--- config.mk ---
export PLATFORM = sky130hd
export DESIGN_NAME = seq_prog
export DESIGN_NICKNAME = d
export VERILOG_FILES = /design/src/rtl/seq_pkg.sv /design/src/rtl/seq_hist.sv /design/src/rtl/seq_prog.sv
export SDC_FILE = /design/constraint.sdc
export NUM_CORES = 1
export LEC_CHECK = 0
export CAP_MARGIN = 5
export CORE_ASPECT_RATIO = 0.6
export CORE_MARGIN = 2
export CORE_UTILIZATION = 28
export CTS_CLUSTER_SIZE = 10
export DETAILED_ROUTE_END_ITERATION = 8
export PLACE_DENSITY = 0.48
export SLEW_MARGIN = 0
export SYNTH_ARGS = -nofsm -noshare
export SYNTH_HDL_FRONTEND = slang
export SYNTH_SLANG_ARGS = --single-unit
--- constraint.sdc ---
create_clock -name clk -period 2.25 [get_ports clk]
set_input_delay 0.45 -clock clk [delete_from_list [all_inputs] [get_ports clk]]
set_output_delay 0.45 -clock clk [all_outputs]
set_load 0.05 [all_outputs]
--- src/rtl/seq_pkg.sv ---
// seq_pkg: shared types and constants for the programmable sequence detector.
// Holds the detector state enum, the power-on pattern (1,2,1,3,1) with its
// length, and a width helper used to size the configuration ports.
package seq_pkg;

    typedef enum logic {
        DISABLED = 1'b0,
        RUN      = 1'b1
    } seq_state_e;

    localparam int DEF_LEN = 5;

    // Power-on pattern symbol for a slot; slots past the default pattern are 0.
    function automatic int def_sym(input int slot);
        case (slot)
            0:       return 1;
            1:       return 2;
            2:       return 1;
            3:       return 3;
            4:       return 1;
            default: return 0;
        endcase
    endfunction

    // Bits needed to encode n distinct values (at least one bit).
    function automatic int w_of(input int n);
        return (n < 2) ? 1 : $clog2(n);
    endfunction

endpackage

--- src/rtl/seq_hist.sv ---
// seq_hist: history shift buffer of the last DEPTH accepted symbols plus a
// saturating fill counter. Entry 0 is the most recent symbol (age 1).
// clear zeroes fill only; stale data behind fill is never compared.
module seq_hist #(
    parameter int DATA_WIDTH = 4,
    parameter int DEPTH      = 7,
    parameter int FILL_W     = 3
) (
    input  logic                        clk,
    input  logic                        reset,
    input  logic                        shift,
    input  logic                        clear,
    input  logic [DATA_WIDTH-1:0]       din,
    output logic [DEPTH*DATA_WIDTH-1:0] hist,
    output logic [FILL_W-1:0]           fill
);

    logic [DATA_WIDTH-1:0] sym_q [DEPTH];
    logic [DATA_WIDTH-1:0] sym_d [DEPTH];
    logic [FILL_W-1:0]     fill_q;
    logic [FILL_W-1:0]     fill_d;

    generate
        for (genvar gi = 0; gi < DEPTH; gi++) begin : g_entry
            if (gi == 0) begin : g_head
                assign sym_d[gi] = shift ? din : sym_q[gi];
            end else begin : g_tail
                assign sym_d[gi] = shift ? sym_q[gi-1] : sym_q[gi];
            end
            assign hist[gi*DATA_WIDTH +: DATA_WIDTH] = sym_q[gi];
        end
    endgenerate

    // Fill grows with each shift up to DEPTH; clear wins over the increment.
    always_comb begin
        fill_d = fill_q;
        if (shift && (fill_q != FILL_W'(DEPTH))) begin
            fill_d = fill_q + FILL_W'(1);
        end
        if (clear) begin
            fill_d = '0;
        end
    end

    // History and fill registers.
    always_ff @(posedge clk) begin
        if (reset) begin
            for (int i = 0; i < DEPTH; i++) begin
                sym_q[i] <= '0;
            end
            fill_q <= '0;
        end else begin
            for (int i = 0; i < DEPTH; i++) begin
                sym_q[i] <= sym_d[i];
            end
            fill_q <= fill_d;
        end
    end

    assign fill = fill_q;

endmodule

--- src/rtl/seq_prog.sv ---
// seq_prog: runtime-programmable symbol sequence detector.
// The pattern, length and overlap mode are loadable while en is low. A hit
// compares the incoming symbol and the history window against the whole
// pattern at once, so overlapping occurrences need no fallback states.
// Optional feature macro: SEQ_PROG_COUNT_EN adds the saturating match_count.
module seq_prog
    import seq_pkg::*;
#(
    parameter int DATA_WIDTH = 4,
    parameter int MAX_LEN    = 8,
    parameter int CNT_WIDTH  = 8
) (
    input  logic                        clk,
    input  logic                        reset,
    input  logic                        en,
    input  logic                        cfg_we,
    input  logic [w_of(MAX_LEN)-1:0]    cfg_idx,
    input  logic [DATA_WIDTH-1:0]       cfg_sym,
    input  logic                        cfg_len_we,
    input  logic [w_of(MAX_LEN+1)-1:0]  cfg_len,
    input  logic                        cfg_overlap,
    input  logic                        in_valid,
    input  logic [DATA_WIDTH-1:0]       in_symbol,
`ifdef SEQ_PROG_COUNT_EN
    output logic                        match,
    output logic [CNT_WIDTH-1:0]        match_count
`else
    output logic                        match
`endif
);

    localparam int LW      = w_of(MAX_LEN + 1);
    localparam int FW      = w_of(MAX_LEN);
    localparam int DEPTH   = MAX_LEN - 1;
    localparam int RST_LEN = (DEF_LEN > MAX_LEN) ? MAX_LEN : DEF_LEN;

    seq_state_e            state_q, state_d;
    logic [DATA_WIDTH-1:0] pat_q [MAX_LEN];
    logic [DATA_WIDTH-1:0] pat_d [MAX_LEN];
    logic [LW-1:0]         len_q, len_d;
    logic                  overlap_q, overlap_d;
    logic                  match_q, match_d;

    logic                  cfg_ok;
    logic                  accept;
    logic                  leave_run;
    logic                  hit;
    logic                  hist_clear;
    logic [DEPTH*DATA_WIDTH-1:0] hist_flat;
    logic [FW-1:0]         fill;
    logic [DATA_WIDTH-1:0] win [MAX_LEN];

    seq_hist #(
        .DATA_WIDTH (DATA_WIDTH),
        .DEPTH      (DEPTH),
        .FILL_W     (FW)
    ) u_hist (
        .clk   (clk),
        .reset (reset),
        .shift (accept),
        .clear (hist_clear),
        .din   (in_symbol),
        .hist  (hist_flat),
        .fill  (fill)
    );

    // Window by age: age 0 is the live symbol, ages 1.. come from history.
    generate
        assign win[0] = in_symbol;
        for (genvar gi = 1; gi < MAX_LEN; gi++) begin : g_win
            assign win[gi] = hist_flat[(gi-1)*DATA_WIDTH +: DATA_WIDTH];
        end
    endgenerate

    // Next state follows en directly so the rising cycle already accepts.
    always_comb begin
        state_d = en ? RUN : DISABLED;
    end

    // State decode: configuration gate, symbol acceptance, history flush on exit.
    always_comb begin
        cfg_ok    = (state_d == DISABLED);
        accept    = (state_d == RUN) && in_valid;
        leave_run = (state_q == RUN) && (state_d == DISABLED);
    end

    // Configuration writes, ignored while running; length clamps to MAX_LEN.
    always_comb begin
        pat_d     = pat_q;
        len_d     = len_q;
        overlap_d = overlap_q;
        if (cfg_ok) begin
            if (cfg_we) begin
                for (int i = 0; i < MAX_LEN; i++) begin
                    if (32'(cfg_idx) == i) begin
                        pat_d[i] = cfg_sym;
                    end
                end
            end
            if (cfg_len_we) begin
                len_d     = (32'(cfg_len) > MAX_LEN) ? LW'(MAX_LEN) : cfg_len;
                overlap_d = cfg_overlap;
            end
        end
    end

    // Whole-pattern compare: pattern slot j must sit at age len-1-j.
    always_comb begin
        hit = 1'b0;
        if (accept && (len_q != '0) && ((32'(fill) + 32'd1) >= 32'(len_q))) begin
            hit = 1'b1;
            for (int j = 0; j < MAX_LEN; j++) begin
                for (int a = 0; a < MAX_LEN; a++) begin
                    if (((j + a + 1) == int'(len_q)) && (win[a] != pat_q[j])) begin
                        hit = 1'b0;
                    end
                end
            end
        end
    end

    assign hist_clear = leave_run || (hit && !overlap_q);
    assign match_d    = hit;

    // State, configuration and match registers.
    always_ff @(posedge clk) begin
        if (reset) begin
            state_q <= DISABLED;
            for (int i = 0; i < MAX_LEN; i++) begin
                pat_q[i] <= DATA_WIDTH'(def_sym(i));
            end
            len_q     <= LW'(RST_LEN);
            overlap_q <= 1'b1;
            match_q   <= 1'b0;
        end else begin
            state_q   <= state_d;
            pat_q     <= pat_d;
            len_q     <= len_d;
            overlap_q <= overlap_d;
            match_q   <= match_d;
        end
    end

    assign match = match_q;

`ifdef SEQ_PROG_COUNT_EN
    logic [CNT_WIDTH-1:0] cnt_q, cnt_d;

    // Count every delivered pulse, holding at all-ones.
    always_comb begin
        cnt_d = cnt_q;
        if (match_q && (cnt_q != '1)) begin
            cnt_d = cnt_q + CNT_WIDTH'(1);
        end
    end

    // Counter register, cleared by reset only.
    always_ff @(posedge clk) begin
        if (reset) begin
            cnt_q <= '0;
        end else begin
            cnt_q <= cnt_d;
        end
    end

    assign match_count = cnt_q;
`endif

endmodule

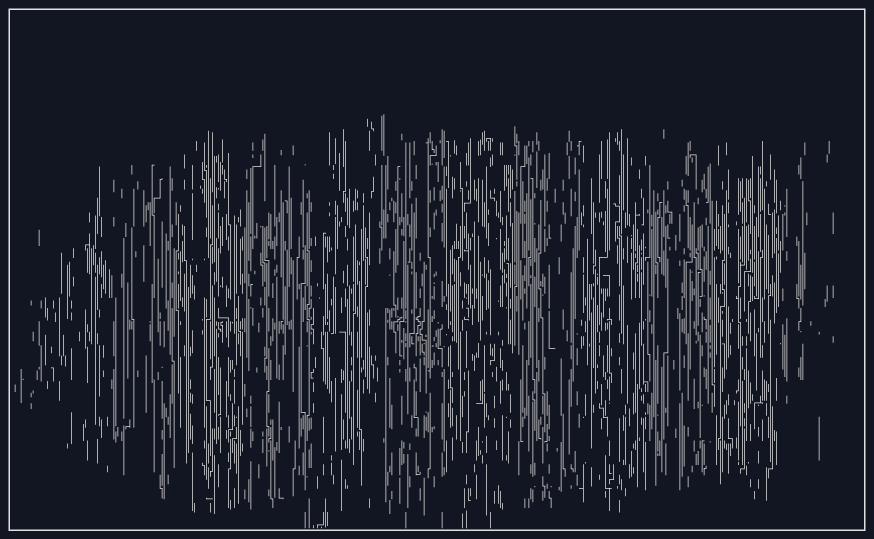
met2.png
nets with wire on the layer	771
share of all routed wire	37%
Global Route met2 Usage: 29.8%
routed wire length: 25900 µm
routed via count: 6081

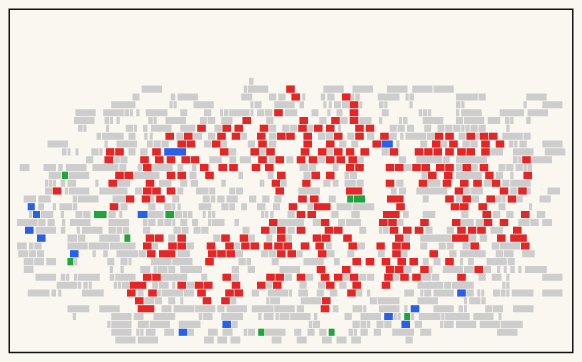
gate_families.png
family	colour	cells
AND and OR gates	green	10
XOR/XNOR gates	red	257
AND-OR and OR-AND gates	blue	14
most frequent standard cell in the layout excluding fill and tap cells: buf_4
logic share of the area: 48.3%
number of cells in the finished layout apart from fillers: 1216

==> impl_metrics.toml <==
# implementation run metrics
[final_timing]
timing.clock.skew_ns = 0.00428
final_tally_of_max_slew_violations = 0
setup-violations-final = 4
worst_slack_ns = -0.266
timing.slew.headroom_pct = 67.1
finalHoldViolCount = 0
final.hold.worst_slack_ns = 0.481
worst-slew-pin-transition_ns = 0.493

[cts]
cts.sinks = 70
hold_buffers = 0
postCtsResizedCells = 34
tritoncts.num_buffers = 9
max-clock-path-buffers = 2
clk_latency_ns = 0.35
clk_pin_slew_ns = 0.06

[setup_path]
critical_path_buf_inv_count = 3
timing.critical_path.from_type = "flop"
crit_slowest_cell = "o41ai_4"
worst_setup_path_end_kind = "flop"
crit_path_end = "u_hist.fill[0]"
timing.critical_path.slowest_cell_delay_ns = 0.39
cp_num_cells = 10
worst_r2r_endpoint = "u_hist.fill[0]"
reg2reg_depth = 10
regToRegSetupSlack_ns = -0.27

[layout]
postLayoutCellArea_um2 = 9060
layout.filler_cells = 2136
biggestRegsByFlops = "pat_q (32), u_hist.sym_q (28), len_q (4)"
final_layout_top_logic_cells = "buf_4 (195), xor2_1 (160), xnor2_1 (88), nand2_1 (70), nor2_1 (47)"
insertedDiodeCount = 0
largest_register = "pat_q"
final_util_pct = 42.7

[route]
first_pass_iters = 5
post-route-drc-count = 0
drt_iter0_markers = 586
met1Wirelength_um = 13400
dr_wl_met2_um = 9610
drtAntennaViolNets = 0
route.detailed.vias_per_inst = 5.00
met3_wirelength_um = 2540

[synthesis]
netlist_area_um2 = 6130
edf_count = 0
synth_seq_share_pct = 22.9
post-synth-top-area-fraction_pct = 23.4
yosys.area.top_type = "xor2_1"
synth_cells = 740
synthFlopType = "dfxtp_1"
synth.most_common_cell = "xor2_1"
synth-cells-yosys = 740
synth_cell_types = 42
synth-async-reset-ratio_pct = 0
synth-area-yosys_um2 = 6130

[global_route]
global_route.usage.met3_pct = 7.08
wire_length_of_the_first_global_routing_pass_um = 38600
grt.busiest_layer = "met1"
grt.total_usage_pct = 22.8
antenna_found_initial = 0

[status]
result_of_the_run = "complete, but fails checks"
violations = "setup timing"

[die]
die_h_um = 119
rows = 41
die_width_um = 195
io-pin-count = 23

[power]
vdd.ir_drop.worst_mv = 0.356
power_share_of_the_clock_group_pct = 46.7
pwr-share-comb_pct = 17.6
total_power_mw = 3.60
internal-power_mw = 2.65

[flow_run]
max-cap-violations = 0

[placement]
detailedPlace.worstSlack_ns = -0.789
port-buffer-count = 22
dpl_cell_area_um2 = 8310
numPlacedInstances = 1184

[min_path]
worst_hold_check_path_type = "input pin to flop"
==> logic make-up after synthesis <==
| group | count (synthesis) | share of synthesized area, % |
|---|---|---|
| flip-flops | 70 | 22.9 |
| buffers and inverters | 90 | 9.58 |
| AND/OR/NAND/NOR | 217 | 17.7 |
| AND-OR/OR-AND | 77 | 8.13 |
| XOR/XNOR | 257 | 36.7 |
| adder cells (fa/ha/maj) | 6 | 1.23 |
| multiplexers | 23 | 3.76 |
==> area by class of cell <==
cell class	instances	area, µm²	share of cell area, %
clock buffer	12	236	2.61
clock inverter	4	95.1	1.05
inverter	6	22.5	0.248
multi-input combinational	580	4380	48.3
sequential	70	1440	15.9
tap	279	349	3.85
timing repair buffer	265	2540	28.1
Power figures rest on the tool's default switching activity, not on a simulated workload.
